**Run 1: logic cells by family**

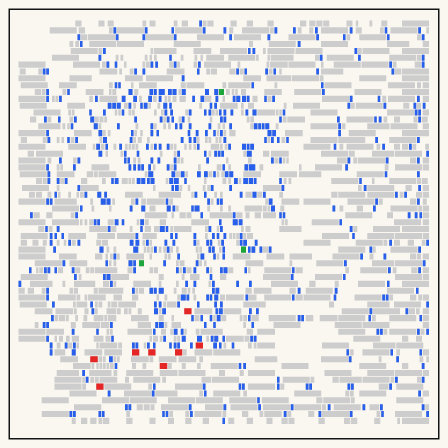
**Run 1: metal 2**

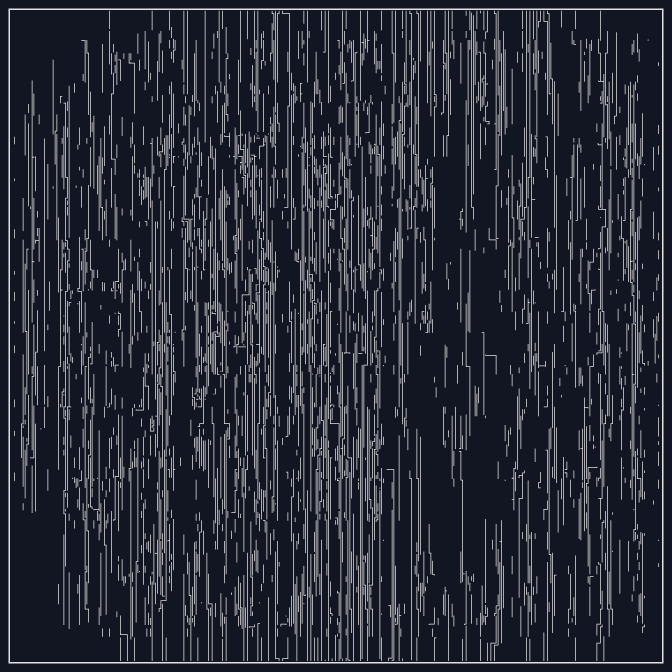
**Run 1: track usage over the die**

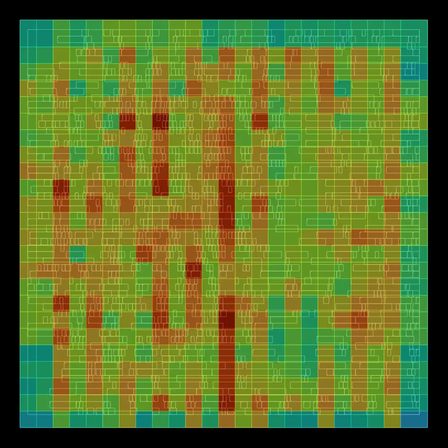
==> config.mk <==
export PLATFORM = sky130hd
export DESIGN_NAME = instruction_fetch
export DESIGN_NICKNAME = d
export VERILOG_FILES = /design/src/rtl/fetch_pkg.sv /design/src/rtl/fetch_buffer.sv /design/src/rtl/instruction_fetch.sv
export SDC_FILE = /design/constraint.sdc
export NUM_CORES = 1
export LEC_CHECK = 0
export ABC_AREA = 1
export ABC_CLOCK_PERIOD_IN_PS = 23900
export CAP_MARGIN = 40
export CORE_MARGIN = 3
export CORE_UTILIZATION = 45
export DETAILED_ROUTE_END_ITERATION = 6
export DONT_BUFFER_PORTS = 1
export GPL_TIMING_DRIVEN = 0
export PLACE_DENSITY_LB_ADDON = 0.08
export REMOVE_ABC_BUFFERS = 1
export SKIP_CTS_REPAIR_TIMING = 1
export SLEW_MARGIN = 20
export SYNTH_ARGS = -nofsm -noshare
export SYNTH_HDL_FRONTEND = slang
export SYNTH_SLANG_ARGS = --single-unit
==> constraint.sdc <==
create_clock -name CLK -period 23.9 [get_ports CLK]
set_input_delay 5.975 -clock CLK [delete_from_list [all_inputs] [get_ports CLK]]
set_output_delay 5.975 -clock CLK [all_outputs]
set_load 0.05 [all_outputs]
==> results.ini, run 1 <==
[outcome]
status = finished, final reports clean

[global_routing]
grt_first_pass_wirelength_microns = 52440
grt_max_degree = 69
number_of_antenna_violations_at_the_first_check_in_global_routing = 0

[cells_and_area]
non_cts_buffers = 122
design_area_sq_mm = 0.01410
num-fill-cells = 2448
clk_buf = 37
buffer_area_share_pct = 7.518

[yosys]
simple_gate_area_share_pct = 25.40
yosys.area.top_type = sky130_fd_sc_hd__edfxtp_1
synth.mux.area_fraction_pct = 0

[critical_path]
crit_path_start_kind = flop
wp_data_arrival_ns = 2.65
worst_path_largest_cell_delay_ns = 0.47

[timing]
layout_min_cycle_time_ns = 8.624
maxSlewViolCount = 0
rsz0062_at_grt = no
final.setup.worst_slack_ns = 15.28
upper_clock_frequency_limit_mhz = 116.0

[cts]
clkTransAtPathRegs_ns = 0.06
clock_tree.htree_level_count = 1

[power]
clk-power_uw = 387
pwr.group.sequential_uw = 534

[routing]
via_per_inst = 5.307

[place]
post-place-ws_ns = 15.30

Back to the opening pictures, 'logic cells by family':
green -> and/or cells  # cells 3, most used or2_2
blue -> nand cells  # cells 557, most used nand2_1, where spread over the die
red -> xor and xnor cells  # cells 8, most used xor2_1
most common cell after layout, fill and taps aside: sky130_fd_sc_hd__nand2_1
multi-input combinational area share: 31.04%
count of non-filler cells in the finished layout: 1841

Back to the opening pictures, 'metal 2':
nets with wire on the layer = 1193
main direction = vertical
wire length on this layer = 15900 microns
longest straight run = 76.5 microns
total number of vias: 9770
total wirelength of the detailed-routed design: 34390 microns
GR Layer Usage met2: 38.10%

Back to the opening pictures, 'track usage over the die':
drt wl/cell: 18.68 microns
met1 track utilization from global routing: 31.43%
met3 usage: 5.273%
most heavily used metal layer in global routing: met2
final core occ: 53.79%

## Run 2: what changed since run 1
ABC_CLOCK_PERIOD_IN_PS = 8800   (was 23900)
clock period = 8.8 ns   (was 23.9 ns; I/O delays follow)
==> run 2 against run 1 <==
Combinational power rose to 2.7 times the previous value. Non-clock buffer count unchanged. Clock skew unchanged. Cell area unchanged. Critical path depth unchanged. Die area unchanged. First-iteration DRC count unchanged.
==> results.ini, run 2 <==
[yosys]
yosys.area.top_type = sky130_fd_sc_hd__edfxtp_1  ; unchanged
async_reset_ff_share_pct = 0  ; unchanged
simple_gate_area_share_pct = 25.40  ; unchanged
synth.mux.area_fraction_pct = 0  ; unchanged

[power]
clk-power_mw = 1.05  ; was 387 uW
pwr.group.sequential_mw = 1.45  ; was 534 uW
clkPwrFrac_pct = 39.7  ; about the same

[global_routing]
grt_first_pass_wirelength_microns = 52440  ; unchanged
global_route.usage.met1_pct = 31.43  ; unchanged
grt_max_degree = 69  ; unchanged
grt.busiest_layer = met2  ; unchanged
groute.layer.met2.usage_pct = 38.10  ; unchanged

[routing]
totalWireLength_microns = 34390  ; unchanged
wl_per_cell_microns = 18.68  ; unchanged
via_per_inst = 5.307  ; unchanged
routed-via-count = 9770  ; unchanged
drtIter0Drc = 717  ; unchanged

[cells_and_area]
mostFrequentLayoutCells = sky130_fd_sc_hd__nand2_1 (464), sky130_fd_sc_hd__edfxtp_1 (188), sky130_fd_sc_hd__nor2_1 (161)  ; unchanged
syn2layout_area_growth_pct = 16.58  ; unchanged
num-fill-cells = 2448  ; unchanged
clk_buf = 37  ; unchanged
buffer_area_share_pct = 7.518  ; unchanged
post-route-util_pct = 53.79  ; unchanged
final-instance-count-excl-fill = 1841  ; unchanged
layout.cells.most_common = sky130_fd_sc_hd__nand2_1  ; unchanged
comb-cell-share_pct = 31.04  ; unchanged
non_cts_buffers = 122  ; unchanged

[outcome]
status = finished, final reports clean  ; unchanged

[timing]
upper_clock_frequency_limit_mhz = 206.2
layout_min_cycle_time_ns = 4.849
maxSlewViolCount = 0  ; unchanged
final.setup.worst_slack_ns = 3.951  ; was 15.28 ns
rsz0062_at_grt = no  ; unchanged

[critical_path]
crit_path_start_kind = flop  ; unchanged
worst_path_largest_cell_delay_ns = 0.47  ; about the same
worst_path_required_time_ns = 6.60  ; was 17.93 ns
r2r_slack_ns = 5.61  ; was 20.71 ns
wp_data_arrival_ns = 2.65  ; about the same

[place]
post-place-ws_ns = 3.974  ; was 15.30 ns

[cts]
clock_tree.htree_level_count = 1  ; unchanged

**Run 2: cell density map**

17 x 17 tiles, from white (low) to dark blue (high), 0 to 100% covered.
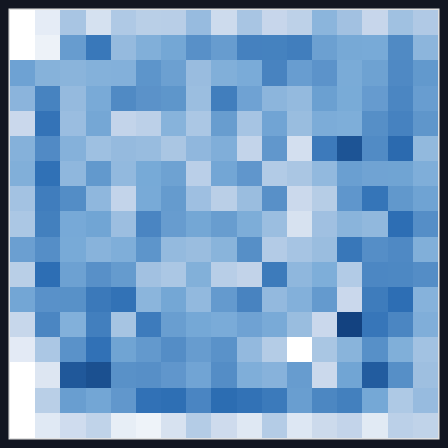
tiles over 75% full = 3.1%
fullest tile = 93%
mean over tiles = 47%
area of the core region: 0.02621 sq mm
fp util: 46.14%

**Run 2: logic cells by family**

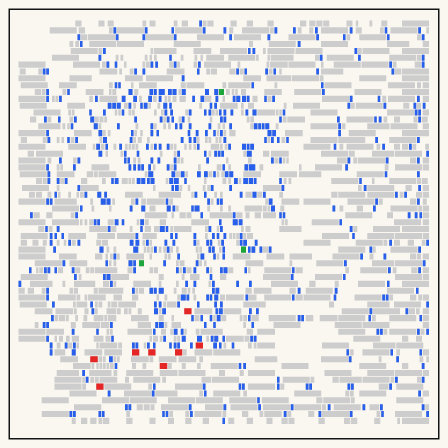

**Run 2: track usage over the die**

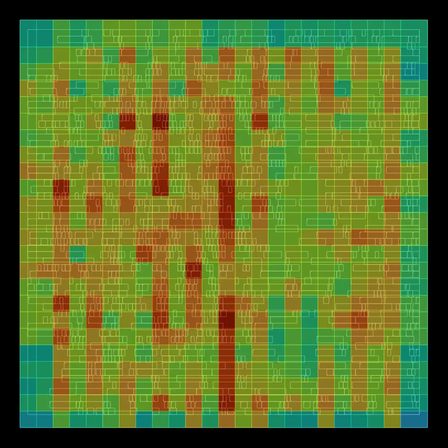
Tot GR Track Use: 23.03%

Power is estimated from default activity; no workload was simulated.
